File: src/rtl/rgb_led_scheduler.sv
// Round-robin time-slot sharing of one active-low RGB LED, with per-slot 3-channel PWM and a blank gap.
// Optional macro RGB_LED_SCHED_HEARTBEAT_EN adds an idle green heartbeat from a 32-bit free-running counter.
module rgb_led_scheduler #(
  parameter int NUM_REQ     = 4,
  parameter int PWM_BITS    = 8,
  parameter int SLOT_CYCLES = 24000000,
  parameter int GAP_CYCLES  = 2400000,
  parameter int HB_BIT      = 24
) (
  input  logic                         clk,
  input  logic                         rst,
  input  logic [NUM_REQ-1:0]           req,
  input  logic [NUM_REQ*PWM_BITS-1:0]  duty_r,
  input  logic [NUM_REQ*PWM_BITS-1:0]  duty_g,
  input  logic [NUM_REQ*PWM_BITS-1:0]  duty_b,
  output logic [NUM_REQ-1:0]           grant,
  output logic                         busy,
  output logic                         LED_R,
  output logic                         LED_G,
  output logic                         LED_B
);

  localparam int TMR_MAX = (SLOT_CYCLES > GAP_CYCLES) ? SLOT_CYCLES : GAP_CYCLES;
  localparam int TMR_W   = $clog2(TMR_MAX + 1);
  localparam int PTR_W   = $clog2(NUM_REQ);
  localparam logic [TMR_W-1:0] SLOT_LAST = TMR_W'(SLOT_CYCLES - 1);
  localparam logic [TMR_W-1:0] GAP_LAST  = TMR_W'(GAP_CYCLES - 1);
  localparam logic [PTR_W-1:0] PTR_LAST  = PTR_W'(NUM_REQ - 1);

  if (NUM_REQ < 2 || NUM_REQ > 8 || SLOT_CYCLES < 2 || GAP_CYCLES < 1 ||
      HB_BIT < 0 || HB_BIT > 31) begin : g_bad_params
    $error("rgb_led_scheduler: parameter out of range");
  end

  typedef enum logic [1:0] {IDLE, SHOW, GAP} state_t;

  state_t              state_q, state_d;
  logic [NUM_REQ-1:0]  grant_q, grant_d;
  logic                busy_q, busy_d;
  logic [PTR_W-1:0]    owner_q, owner_d;
  logic [PTR_W-1:0]    rr_ptr_q, rr_ptr_d;
  logic [TMR_W-1:0]    timer_q, timer_d;
  logic [PWM_BITS-1:0] pwm_cnt_q, pwm_cnt_d;
  logic [PWM_BITS-1:0] duty_r_q, duty_r_d;
  logic [PWM_BITS-1:0] duty_g_q, duty_g_d;
  logic [PWM_BITS-1:0] duty_b_q, duty_b_d;
  logic                led_r_q, led_r_d;
  logic                led_g_q, led_g_d;
  logic                led_b_q, led_b_d;
`ifdef RGB_LED_SCHED_HEARTBEAT_EN
  logic [31:0]         hb_cnt_q, hb_cnt_d;
`endif

  logic [PTR_W-1:0]    win;
  logic [PTR_W-1:0]    next_ptr;
  logic [PWM_BITS-1:0] sel_r, sel_g, sel_b;
  logic                show_on;

  // Scan downward in offset so the nearest set bit at or above the pointer is the last one kept.
  always_comb begin
    win = rr_ptr_q;
    for (int k = NUM_REQ - 1; k >= 0; k--) begin
      int idx;
      idx = int'(rr_ptr_q) + k;
      if (idx >= NUM_REQ) idx = idx - NUM_REQ;
      if (req[PTR_W'(idx)]) win = PTR_W'(idx);
    end
  end

  always_comb begin
    sel_r = '0;
    sel_g = '0;
    sel_b = '0;
    for (int i = 0; i < NUM_REQ; i++) begin
      if (win == PTR_W'(i)) begin
        sel_r = duty_r[i*PWM_BITS +: PWM_BITS];
        sel_g = duty_g[i*PWM_BITS +: PWM_BITS];
        sel_b = duty_b[i*PWM_BITS +: PWM_BITS];
      end
    end
  end

  assign next_ptr = (owner_q == PTR_LAST) ? '0 : owner_q + 1'b1;

  always_comb begin
    state_d   = state_q;
    grant_d   = grant_q;
    owner_d   = owner_q;
    rr_ptr_d  = rr_ptr_q;
    timer_d   = timer_q;
    duty_r_d  = duty_r_q;
    duty_g_d  = duty_g_q;
    duty_b_d  = duty_b_q;
    pwm_cnt_d = pwm_cnt_q + 1'b1;
    case (state_q)
      IDLE: begin
        if (|req) begin
          state_d  = SHOW;
          grant_d  = NUM_REQ'(1) << win;
          owner_d  = win;
          timer_d  = '0;
          duty_r_d = sel_r;
          duty_g_d = sel_g;
          duty_b_d = sel_b;
        end
      end
      SHOW: begin
        if (timer_q == SLOT_LAST || !req[owner_q]) begin
          state_d  = GAP;
          grant_d  = '0;
          timer_d  = '0;
          rr_ptr_d = next_ptr;
        end else begin
          timer_d = timer_q + 1'b1;
        end
      end
      GAP: begin
        if (timer_q == GAP_LAST) begin
          state_d = IDLE;
          timer_d = '0;
        end else begin
          timer_d = timer_q + 1'b1;
        end
      end
      default: state_d = IDLE;
    endcase
    busy_d = (state_d != IDLE);

    // LED pins follow the state of the current cycle, so they lag the grant by one clock.
    show_on = (state_q == SHOW);
    led_r_d = ~(show_on && (pwm_cnt_q < duty_r_q));
    led_g_d = ~(show_on && (pwm_cnt_q < duty_g_q));
    led_b_d = ~(show_on && (pwm_cnt_q < duty_b_q));
`ifdef RGB_LED_SCHED_HEARTBEAT_EN
    hb_cnt_d = hb_cnt_q + 32'd1;
    if (state_q == IDLE) led_g_d = ~hb_cnt_q[HB_BIT];
`endif
  end

  always_ff @(posedge clk) begin
    if (rst) begin
      state_q   <= IDLE;
      grant_q   <= '0;
      busy_q    <= 1'b0;
      owner_q   <= '0;
      rr_ptr_q  <= '0;
      timer_q   <= '0;
      pwm_cnt_q <= '0;
      duty_r_q  <= '0;
      duty_g_q  <= '0;
      duty_b_q  <= '0;
      led_r_q   <= 1'b1;
      led_g_q   <= 1'b1;
      led_b_q   <= 1'b1;
`ifdef RGB_LED_SCHED_HEARTBEAT_EN
      hb_cnt_q  <= '0;
`endif
    end else begin
      state_q   <= state_d;
      grant_q   <= grant_d;
      busy_q    <= busy_d;
      owner_q   <= owner_d;
      rr_ptr_q  <= rr_ptr_d;
      timer_q   <= timer_d;
      pwm_cnt_q <= pwm_cnt_d;
      duty_r_q  <= duty_r_d;
      duty_g_q  <= duty_g_d;
      duty_b_q  <= duty_b_d;
      led_r_q   <= led_r_d;
      led_g_q   <= led_g_d;
      led_b_q   <= led_b_d;
`ifdef RGB_LED_SCHED_HEARTBEAT_EN
      hb_cnt_q  <= hb_cnt_d;
`endif
    end
  end

  assign grant = grant_q;
  assign busy  = busy_q;
  assign LED_R = led_r_q;
  assign LED_G = led_g_q;
  assign LED_B = led_b_q;

endmodule

File: config.mk
export PLATFORM = sky130hd
export DESIGN_NAME = rgb_led_scheduler
export DESIGN_NICKNAME = d
export VERILOG_FILES = /design/src/rtl/rgb_led_scheduler.sv
export SDC_FILE = /design/constraint.sdc
export NUM_CORES = 1
export LEC_CHECK = 0
export CORE_MARGIN = 10
export CORE_UTILIZATION = 35
export DETAILED_ROUTE_END_ITERATION = 8
export PLACE_DENSITY_LB_ADDON = 0.08
export SYNTH_ARGS = -nofsm -noshare
export SYNTH_HDL_FRONTEND = slang
export SYNTH_SLANG_ARGS = --single-unit
File: constraint.sdc
create_clock -name clk -period 2.9 [get_ports clk]
set_input_delay 0.58 -clock clk [delete_from_list [all_inputs] [get_ports clk]]
set_output_delay 0.58 -clock clk [all_outputs]
set_load 0.005 [all_outputs]
==> Implementation_results.wiki, run 1 <==
=== Synthesis and place and route ===
{| class="wikitable"
! Metric !! Value
|-
| Post-synthesis cell area || 4260 um^2
|-
| Routability congestion estimate || 0.804
|-
| CLK BUF || 10
|-
| GR met3 Demand/Resource || 4.79%
|-
| Busiest layer in global routing || met2
|-
| Period Utilization, post-route || 81.3%
|-
| Routed length per placed instance || 14.8 um
|-
| Flop and latch count out of synthesis || 71
|-
| Number of combinational gates with multiple inputs || 368
|-
| Worst hold margin || 0.461 ns
|-
| Taps Inserted || 147
|-
| Longest individual stage delay on the worst path || 0.61 ns
|-
| Clock share of power || 33.0%
|-
| Cell total in the yosys stat output || 487
|-
| FP Rows || 40
|-
| # DRC || 0
|-
| Endpoint, Worst Hold || duty_g_q[4]
|-
| Die height || 130 um
|-
| Cell internal pwr || 2.67 mW
|-
| Reg2Reg Launch Point || state_q[0]
|-
| Number of flip-flops under the largest register name || 25
|-
| Power per cell area || 642 nW/um^2
|-
| Final cell area excluding filler cells || 5950 um^2
|-
| Fraction of layout instances using a drive strength above 1 || 7.27%
|-
| Fraction of area in registers || 23.9%
|-
| Crit path to || timer_q[15]
|-
| Area of the chip || 17000 um^2
|-
| Leading cell types by count after synthesis || sky130_fd_sc_hd__dfxtp_1 (71), sky130_fd_sc_hd__mux2i_1 (49), sky130_fd_sc_hd__nand2_1 (48)
|-
| Count of synthesis-stage warnings from yosys || 0
|-
| Beginning of the worst hold path || duty_g_q[4]
|-
| Resized cells post-CTS || 0
|-
| Overflow left after global routing || 0
|-
| Post-Place Cells || 736
|-
| Detailed-routing wirelength on met1 || 4.78 mm
|-
| Async set-or-reset flop fraction in the synthesized netlist || 0%
|-
| Biggest fanout along the worst timing path || 9
|-
| Adder and majority cell fraction of the synthesized area || 8.22%
|-
| Outcome || completed
|-
| Non-clock buffer share of cell area || 21.1%
|}
Figure 1. Routed metal per tile (run 1).
26 x 26 tiles, from dark blue (low) to red (high), scaled to the fullest tile. Values are wire area over tile area, all layers added.
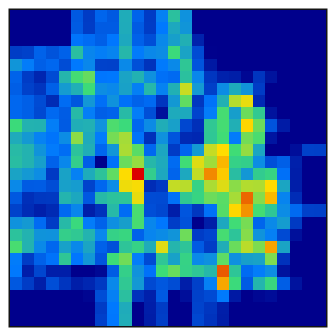
densest ninth of the die	centre
nearly empty tiles	25%
emptiest ninth of the die	upper right
fullest tile	0.44
mean over tiles	0.10

Figure 2. Cells coloured by class (run 1).
Fill, decap, tap and diode cells in grey.
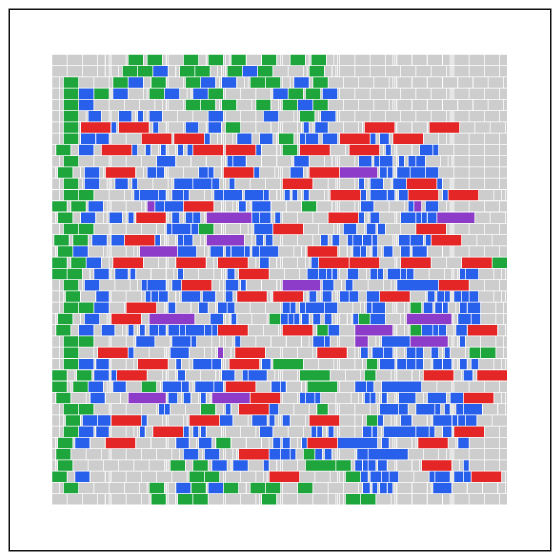
colour	class	cells
blue	all other logic	394
red	flops	71
green	other buffers and delay cells	124
purple	clock drivers and dummy loads	16

Figure 3. Port wiring (run 1).
Bar = 50 um.
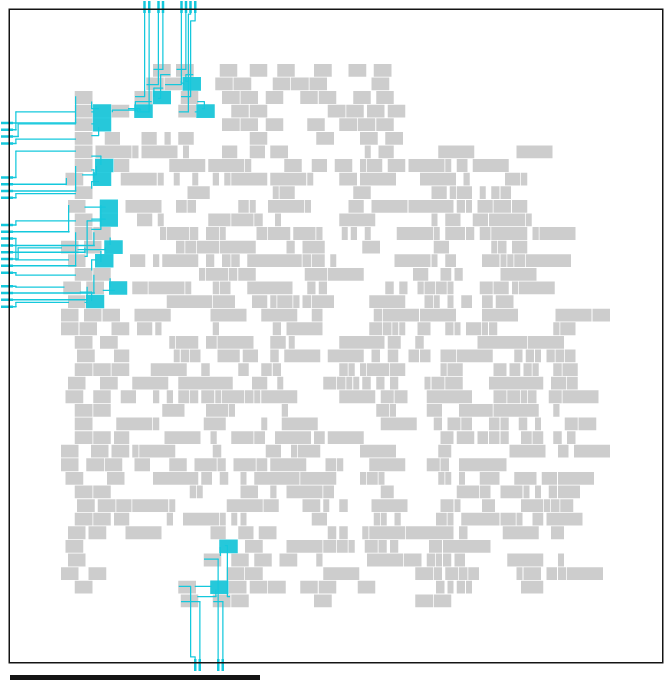
colour	port	bits	direction	edge	end cells	buffers	wire
cyan	duty_g	32	input	20 left, 8 top, 4 bottom	16	32	642 um
Port-buffer cells: 109
Ports: 110

==> run 1 -> run 2 <==
- clock period: 2.9 -> 2.3 ns (I/O delays scaled with it)
Figure 4. Cell outlines without signal wires (run 2).
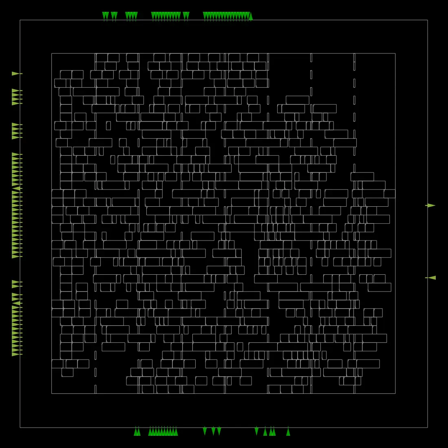
layout sequential cell count: 71
utilization after layout: 51.0%
FP Rows: 40

Figure 5. PDN straps and rails (run 2).
Bar = 50 um. Pins as bars on the die edge. Tap cells in grey.
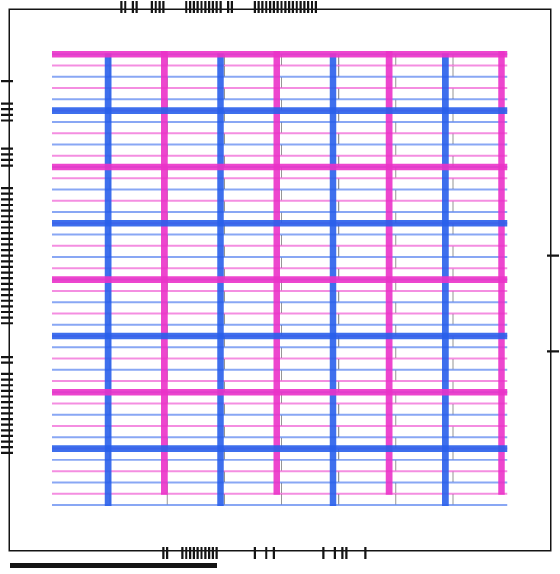
colour	net
magenta	VDD
blue	VSS
met5 straps	8
signal pins	110
met4 straps	8
met1 rails	41

==> run 2 against run 1 <==
Against the previous run: die area unchanged; clock-buffer cell count stayed put; first-iteration DRC count is 7.3% higher; via count up 3.4%; sequential share of layout area fell by 0.59 points; clock skew increased by 0.0018 ns; wire length grew 6.7%; largest cell class unchanged; clock power grew 17%; sequential cell count stayed put; critical path depth up 3; final cell count grew 2.4%; combinational power rose by 38%.
==> Implementation_results.wiki, run 2 <==
=== Synthesis and place and route ===
{| class="wikitable"
! Metric !! Value
|-
| Number of flip-flops under the largest register name || 25 (unchanged)
|-
| Period Utilization, post-route || 95.2%
|-
| Hold buffer count at CTS || 0
|-
| Worst hold margin || 0.454 ns (-0.00737 ns)
|-
| Reg2Reg Launch Point || timer_q[0]
|-
| Outcome || completed
|-
| # DRC || 0 (unchanged)
|-
| Fraction of layout instances using a drive strength above 1 || 10.8% (+3.5 points)
|-
| Worst slew slack as a fraction of its limit || 60.6%
|-
| Cell internal pwr || 3.35 mW (+26%)
|-
| Power per cell area || 797 nW/um^2 (+24%)
|-
| Taps Inserted || 147 (unchanged)
|-
| Flop and latch count out of synthesis || 71 (unchanged)
|-
| Fraction of area in registers || 23.3% (-0.59 points)
|-
| Post-synthesis cell area || 4260 um^2 (unchanged)
|-
| Adder and majority cell fraction of the synthesized area || 8.22% (unchanged)
|-
| Worst path buffer plus inverter count || 3
|-
| Share of cell area taken by muxes after synthesis || 12.1%
|-
| Area of the chip || 17000 um^2 (unchanged)
|-
| Final cell area excluding filler cells || 6110 um^2 (+2.7%)
|-
| Most frequent cell after synthesis || sky130_fd_sc_hd__dfxtp_1
|-
| Longest individual stage delay on the worst path || 0.52 ns (-0.09 ns)
|-
| Leading cell types by count after synthesis || sky130_fd_sc_hd__dfxtp_1 (71), sky130_fd_sc_hd__mux2i_1 (49), sky130_fd_sc_hd__nand2_1 (48)
|-
| Biggest fanout along the worst timing path || 6 (-3)
|-
| Logic gate share of total power || 36.6%
|-
| Overflow left after global routing || 0 (unchanged)
|-
| Count of synthesis-stage warnings from yosys || 0 (unchanged)
|-
| Busiest layer in global routing || met2
|-
| CLK BUF || 10 (unchanged)
|-
| Cell total in the yosys stat output || 487 (unchanged)
|-
| Maximum resistive drop on vdd || 0.315 mV
|-
| Beginning of the worst hold path || grant[1]
|-
| Async set-or-reset flop fraction in the synthesized netlist || 0% (unchanged)
|-
| Routability congestion estimate || 0.830 (+3.2%)
|-
| GR met3 Demand/Resource || 4.11% (-0.68 points)
|-
| Non-clock buffer share of cell area || 23.3% (+2.2 points)
|-
| Routed length per placed instance || 15.5 um (+4.2%)
|-
| Endpoint, Worst Hold || grant[1]
|}
Power figures rest on the tool's default switching activity, not on a simulated workload.
